<file path="src/rtl/circle_plot_gen.sv">
// Pixel generator for a small framebuffer: clears the screen or rasterises a
// midpoint circle outline / filled disc, presenting one candidate pixel per cycle.
module circle_plot_gen #(
    parameter int SCREEN_W = 160,
    parameter int SCREEN_H = 120,
    parameter int X_W      = 8,
    parameter int Y_W      = 7,
    parameter int COLOUR_W = 3
) (
    input  logic                clk,
    input  logic                rst,
    input  logic                start,
    input  logic [1:0]          mode,
    input  logic [COLOUR_W-1:0] colour,
    input  logic [X_W-1:0]      centre_x,
    input  logic [Y_W-1:0]      centre_y,
    input  logic [X_W-1:0]      radius,
    output logic                done,
    output logic [X_W-1:0]      vga_x,
    output logic [Y_W-1:0]      vga_y,
    output logic [COLOUR_W-1:0] vga_colour,
    output logic                vga_plot
);
    localparam int SW = ((X_W > Y_W) ? X_W : Y_W) + 2;
    localparam int CW = SW + 2;

    typedef enum logic [2:0] {IDLE, CLEAR, ARC, SPAN, DONE} state_t;

    state_t                state_reg, state_next;
    logic [COLOUR_W-1:0]   col_reg, col_next;
    logic signed [SW-1:0]  cx_reg, cx_next, cy_reg, cy_next;
    logic signed [SW-1:0]  ox_reg, ox_next, oy_reg, oy_next, sx_reg, sx_next;
    logic signed [CW-1:0]  crit_reg, crit_next;
    logic [2:0]            k_reg, k_next;
    logic [1:0]            sidx_reg, sidx_next;
    logic [X_W-1:0]        clr_x_reg, clr_x_next;
    logic [Y_W-1:0]        clr_y_reg, clr_y_next;

    logic signed [SW-1:0]  it_oy, it_ox, span_end, cand_x, cand_y;
    logic signed [CW-1:0]  it_crit;
    logic                  it_more, crit_pos, busy_next, plot_next;

    // One midpoint step applied to the current (ox, oy, crit).
    always_comb begin
        crit_pos = !crit_reg[CW-1] && (crit_reg != '0);
        it_oy    = oy_reg + SW'(1);
        it_ox    = crit_pos ? (ox_reg - SW'(1)) : ox_reg;
        if (crit_pos)
            it_crit = crit_reg + (CW'(it_oy - it_ox) <<< 1) + CW'(1);
        else
            it_crit = crit_reg + (CW'(it_oy) <<< 1) + CW'(1);
        it_more  = (it_oy <= it_ox);
        span_end = sidx_reg[1] ? (cx_reg + oy_reg) : (cx_reg + ox_reg);
    end

    always_comb begin
        state_next = state_reg;
        col_next   = col_reg;
        cx_next    = cx_reg;
        cy_next    = cy_reg;
        ox_next    = ox_reg;
        oy_next    = oy_reg;
        sx_next    = sx_reg;
        crit_next  = crit_reg;
        k_next     = k_reg;
        sidx_next  = sidx_reg;
        clr_x_next = clr_x_reg;
        clr_y_next = clr_y_reg;
        case (state_reg)
            IDLE: begin
                if (start) begin
                    col_next   = colour;
                    cx_next    = SW'(centre_x);
                    cy_next    = SW'(centre_y);
                    ox_next    = SW'(radius);
                    oy_next    = '0;
                    crit_next  = CW'(1) - CW'(radius);
                    k_next     = '0;
                    sidx_next  = '0;
                    sx_next    = SW'(centre_x) - SW'(radius);
                    clr_x_next = '0;
                    clr_y_next = '0;
                    case (mode)
                        2'b00:   state_next = CLEAR;
                        2'b01:   state_next = ARC;
                        2'b10:   state_next = SPAN;
                        default: state_next = DONE;
                    endcase
                end
            end
            CLEAR: begin
                if (clr_y_reg == Y_W'(SCREEN_H - 1)) begin
                    clr_y_next = '0;
                    if (clr_x_reg == X_W'(SCREEN_W - 1))
                        state_next = DONE;
                    else
                        clr_x_next = clr_x_reg + 1'b1;
                end else begin
                    clr_y_next = clr_y_reg + 1'b1;
                end
            end
            ARC: begin
                if (k_reg != 3'd7) begin
                    k_next = k_reg + 3'd1;
                end else begin
                    k_next    = '0;
                    ox_next   = it_ox;
                    oy_next   = it_oy;
                    crit_next = it_crit;
                    if (!it_more) state_next = DONE;
                end
            end
            SPAN: begin
                if (sx_reg < span_end) begin
                    sx_next = sx_reg + SW'(1);
                end else if (sidx_reg != 2'd3) begin
                    // Spans 0/1 are ox wide, spans 2/3 are oy wide.
                    sidx_next = sidx_reg + 2'd1;
                    sx_next   = (sidx_reg == 2'd0) ? (cx_reg - ox_reg) : (cx_reg - oy_reg);
                end else begin
                    sidx_next = '0;
                    ox_next   = it_ox;
                    oy_next   = it_oy;
                    crit_next = it_crit;
                    sx_next   = cx_reg - it_ox;
                    if (!it_more) state_next = DONE;
                end
            end
            DONE: begin
                if (!start) state_next = IDLE;
            end
            default: state_next = IDLE;
        endcase
    end

    // Candidate for the cursor being loaded, so the pixel appears the cycle after.
    always_comb begin
        cand_x = '0;
        cand_y = '0;
        case (state_next)
            CLEAR: begin
                cand_x = SW'(clr_x_next);
                cand_y = SW'(clr_y_next);
            end
            ARC: begin
                case (k_next)
                    3'd0: begin cand_x = cx_next + ox_next; cand_y = cy_next + oy_next; end
                    3'd1: begin cand_x = cx_next + oy_next; cand_y = cy_next + ox_next; end
                    3'd2: begin cand_x = cx_next - ox_next; cand_y = cy_next + oy_next; end
                    3'd3: begin cand_x = cx_next - oy_next; cand_y = cy_next + ox_next; end
                    3'd4: begin cand_x = cx_next - ox_next; cand_y = cy_next - oy_next; end
                    3'd5: begin cand_x = cx_next - oy_next; cand_y = cy_next - ox_next; end
                    3'd6: begin cand_x = cx_next + ox_next; cand_y = cy_next - oy_next; end
                    default: begin cand_x = cx_next + oy_next; cand_y = cy_next - ox_next; end
                endcase
            end
            SPAN: begin
                cand_x = sx_next;
                case (sidx_next)
                    2'd0:    cand_y = cy_next + oy_next;
                    2'd1:    cand_y = cy_next - oy_next;
                    2'd2:    cand_y = cy_next + ox_next;
                    default: cand_y = cy_next - ox_next;
                endcase
            end
            default: ;
        endcase
        busy_next = (state_next == CLEAR) || (state_next == ARC) || (state_next == SPAN);
        plot_next = busy_next && !cand_x[SW-1] && !cand_y[SW-1] &&
                    (cand_x < SW'(SCREEN_W)) && (cand_y < SW'(SCREEN_H));
    end

    always_ff @(posedge clk) begin
        if (rst) begin
            state_reg  <= IDLE;
            col_reg    <= '0;
            cx_reg     <= '0;
            cy_reg     <= '0;
            ox_reg     <= '0;
            oy_reg     <= '0;
            sx_reg     <= '0;
            crit_reg   <= '0;
            k_reg      <= '0;
            sidx_reg   <= '0;
            clr_x_reg  <= '0;
            clr_y_reg  <= '0;
            done       <= 1'b0;
            vga_plot   <= 1'b0;
            vga_x      <= '0;
            vga_y      <= '0;
            vga_colour <= '0;
        end else begin
            state_reg  <= state_next;
            col_reg    <= col_next;
            cx_reg     <= cx_next;
            cy_reg     <= cy_next;
            ox_reg     <= ox_next;
            oy_reg     <= oy_next;
            sx_reg     <= sx_next;
            crit_reg   <= crit_next;
            k_reg      <= k_next;
            sidx_reg   <= sidx_next;
            clr_x_reg  <= clr_x_next;
            clr_y_reg  <= clr_y_next;
            done       <= (state_next == DONE);
            vga_plot   <= plot_next;
            vga_x      <= cand_x[X_W-1:0];
            vga_y      <= cand_y[Y_W-1:0];
            vga_colour <= plot_next ? col_next : '0;
        end
    end
endmodule

</file>
<file path="config.mk">
export PLATFORM = sky130hd
export DESIGN_NAME = circle_plot_gen
export DESIGN_NICKNAME = d
export VERILOG_FILES = /design/src/rtl/circle_plot_gen.sv
export SDC_FILE = /design/constraint.sdc
export NUM_CORES = 1
export LEC_CHECK = 0
export ABC_AREA = 1
export CAP_MARGIN = 25
export CORE_MARGIN = 2
export CORE_UTILIZATION = 60
export DETAILED_ROUTE_END_ITERATION = 16
export GPL_TIMING_DRIVEN = 0
export PLACE_DENSITY = 0.79
export SLEW_MARGIN = 15
export SYNTH_ARGS = -nofsm -noshare
export SYNTH_HDL_FRONTEND = slang
export SYNTH_SLANG_ARGS = --single-unit
</file>
<file path="constraint.sdc">
create_clock -name clk -period 8.4 [get_ports clk]
set_clock_uncertainty 0.1 [all_clocks]
set_input_delay 0.84 -clock clk [delete_from_list [all_inputs] [get_ports clk]]
set_output_delay 0.84 -clock clk [all_outputs]
set_load 0.02 [all_outputs]
</file>
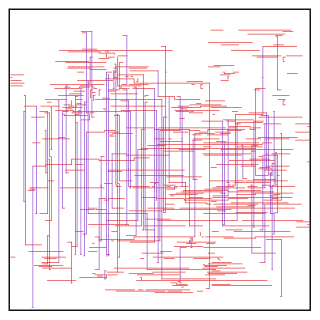
Fig. 1. Routed metal, one colour a layer.
Drawn at 2 px/um. Only two layers are drawn.
[M4] purple | wire length: 3,850 um
[M3] red | wire length: 4,350 um
gr usage total: 41.63%
average detailed-routed wire length per instance: 19.70 um

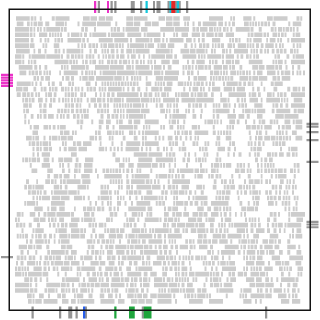
Fig. 2. Ports around the boundary.
Drawn at 2 px/um. Pins as bars across the die edge, other pins in grey.
[`centre_x`] green | pins: 8 | direction: input | edge: bottom
[`vga_y`] magenta | pins: 7 | direction: output | edge: 5 left, 2 top
[`colour`] cyan | pins: 3 | direction: input | edge: top
[`rst`] blue | pins: 1 | direction: input | edge: bottom
[`mode`] red | pins: 2 | direction: input | edge: top
count of port buffers added during placement: 48
chip width: 149.8 um
DIE HEIGHT: 149.8 um

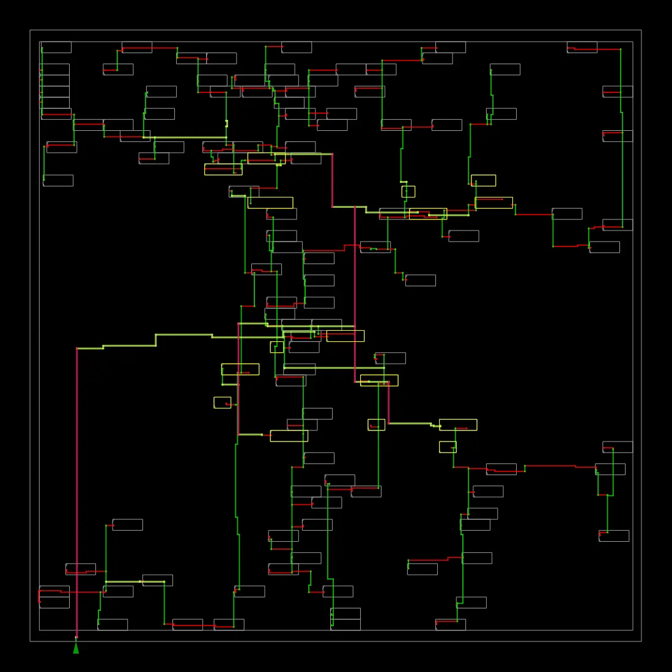
Fig. 3. The clock network.
Clock Latency Late Sink: 0.38 ns
number of sequential storage elements: 108
total clock network power: 489 uW
number of clock buffer instances in the layout: 9
CTS sink count: 108

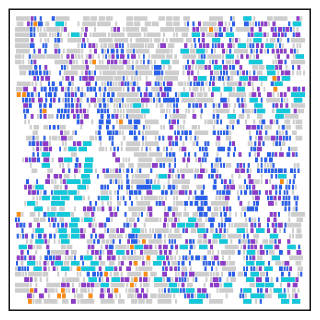
Fig. 4. Logic cells by family.
Drawn at 2 px/um.
[and/or cells] orange | cells: 27 | where: spread over the die
[aoi and oai cells] purple | cells: 400 | where: spread over the die
[fa/ha/maj cells] cyan | cells: 134 | where: spread over the die
[nand cells] blue | cells: 662 | where: spread over the die
final cell count without fillers: 2,401
most common cell after layout, fill and taps aside: sky130_fd_sc_hd__nand2_1
Comb area share: 64.87%

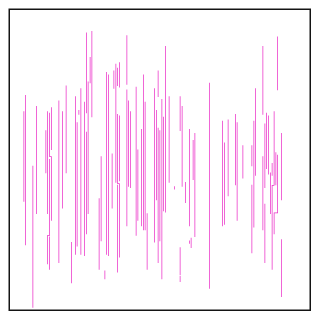
Fig. 5. The metal 4 layer.
Drawn at 2 px/um.
longest straight run: 103 um
share of all routed wire: 8.1%
main direction: vertical
wire length on this layer: 3,850 um
nets with wire on the layer: 82
count of vias placed by the detailed router: 14,350
post-detailed-routing wire length: 47,310 um

==> reports/results.ini <==
[place]
dp_cell_count = 2382
dpl_worst_slack_ns = -0.2065

[worst_setup_path]
r2r_setup_slack_ns = 0.46
crit_arrival_ns = 8.15
worstReg2RegStart = sidx_reg[1]$_SDFF_PP0_
ff2ff_path_depth = 43
reg2reg_to = vga_colour[2]$_SDFF_PP0_

[clock_network]
cts_bufs_inserted = 9
cts_tree = built
h-tree-depth = 3

[power_and_ir_drop]
cellInternalPower_mw = 2.101
irDropWorstVdd_mv = 0.1873
power_leakage_nw = 7.039
power.switching_mw = 2.827

[flow_run]
openroad.warnings = 45

[yosys]
synth.cellmix.xorXnorShare_pct = 6.115
top_cell_area_share_pct = 16.96
share_of_flip_flops_with_an_asynchronous_set_or_reset_after_synthesis_pct = 0
area_leaders = sky130_fd_sc_hd__dfxtp_1 (17%), sky130_fd_sc_hd__nand2_1 (13%), sky130_fd_sc_hd__ha_1 (12%)
synth_cells = 2059

[final_layout]
layout.non_clock_buffers = 106
ff_latch_area_um2 = 2163
fin_nets = 2286
nFillCells = 2004
logic_gate_count = 1549
largest_register_ff_count = 12
flip_flop_and_latch_share_of_the_layout_cell_area_pct = 15.49

[drt]
highest_layer = met4
wl_met3_um = 4347

[floorplan]
ioPinCount = 51

[hold_path]
holdCritPathClass = reg -> reg
holdCritStartpoint = cy_reg[7]$_SDFF_PP0_

[timing]
layout_min_cycle_time_ns = 7.944
worst_slew_margin_relative_to_its_limit_pct = 19.91
timing.final.hold_violations = 0
setup-tns-final_ns = 0

[grt]
globalRouteMet1Util_pct = 50.75

[run_status]
run_status = completed

-- critical path: cells and delay by family, from the launching register on --
kind	cells	cell delay, ns
AOI/OAI and AO/OA	14	2.31
xor gates and xnor gates	1	0.17
adders and majority gates	4	1.25
buffers and inverters	4	0.57
DFF	1	0.40
and+or+nand+nor	20	3.05
-- layout by cell type, fill, tap and decap left out, types with 11 or more instances in the layout --
| master | instances |
|---|---|
| sky130_fd_sc_hd__nand2_2 | 13 |
| sky130_fd_sc_hd__xor2_1 | 69 |
| sky130_fd_sc_hd__clkbuf_1 | 30 |
| sky130_fd_sc_hd__o21ai_0 | 129 |
| sky130_fd_sc_hd__xnor2_1 | 19 |
| sky130_fd_sc_hd__nand3b_1 | 12 |
| sky130_fd_sc_hd__ha_1 | 123 |
| sky130_fd_sc_hd__a211oi_1 | 19 |
| sky130_fd_sc_hd__clkdlybuf4s50_1 | 48 |
| sky130_fd_sc_hd__nor3_1 | 18 |
| sky130_fd_sc_hd__inv_2 | 17 |
| sky130_fd_sc_hd__nor2_1 | 182 |
| sky130_fd_sc_hd__buf_4 | 11 |
| sky130_fd_sc_hd__inv_1 | 328 |
| sky130_fd_sc_hd__nand3_1 | 145 |
| sky130_fd_sc_hd__dfxtp_1 | 107 |
| sky130_fd_sc_hd__o21bai_1 | 15 |
| sky130_fd_sc_hd__o211ai_1 | 26 |
| sky130_fd_sc_hd__fa_1 | 11 |
| sky130_fd_sc_hd__nand2_1 | 453 |
| sky130_fd_sc_hd__nand4_1 | 24 |
| sky130_fd_sc_hd__a21oi_1 | 142 |
| sky130_fd_sc_hd__or2_2 | 19 |
Power and IR drop assume default switching activity.
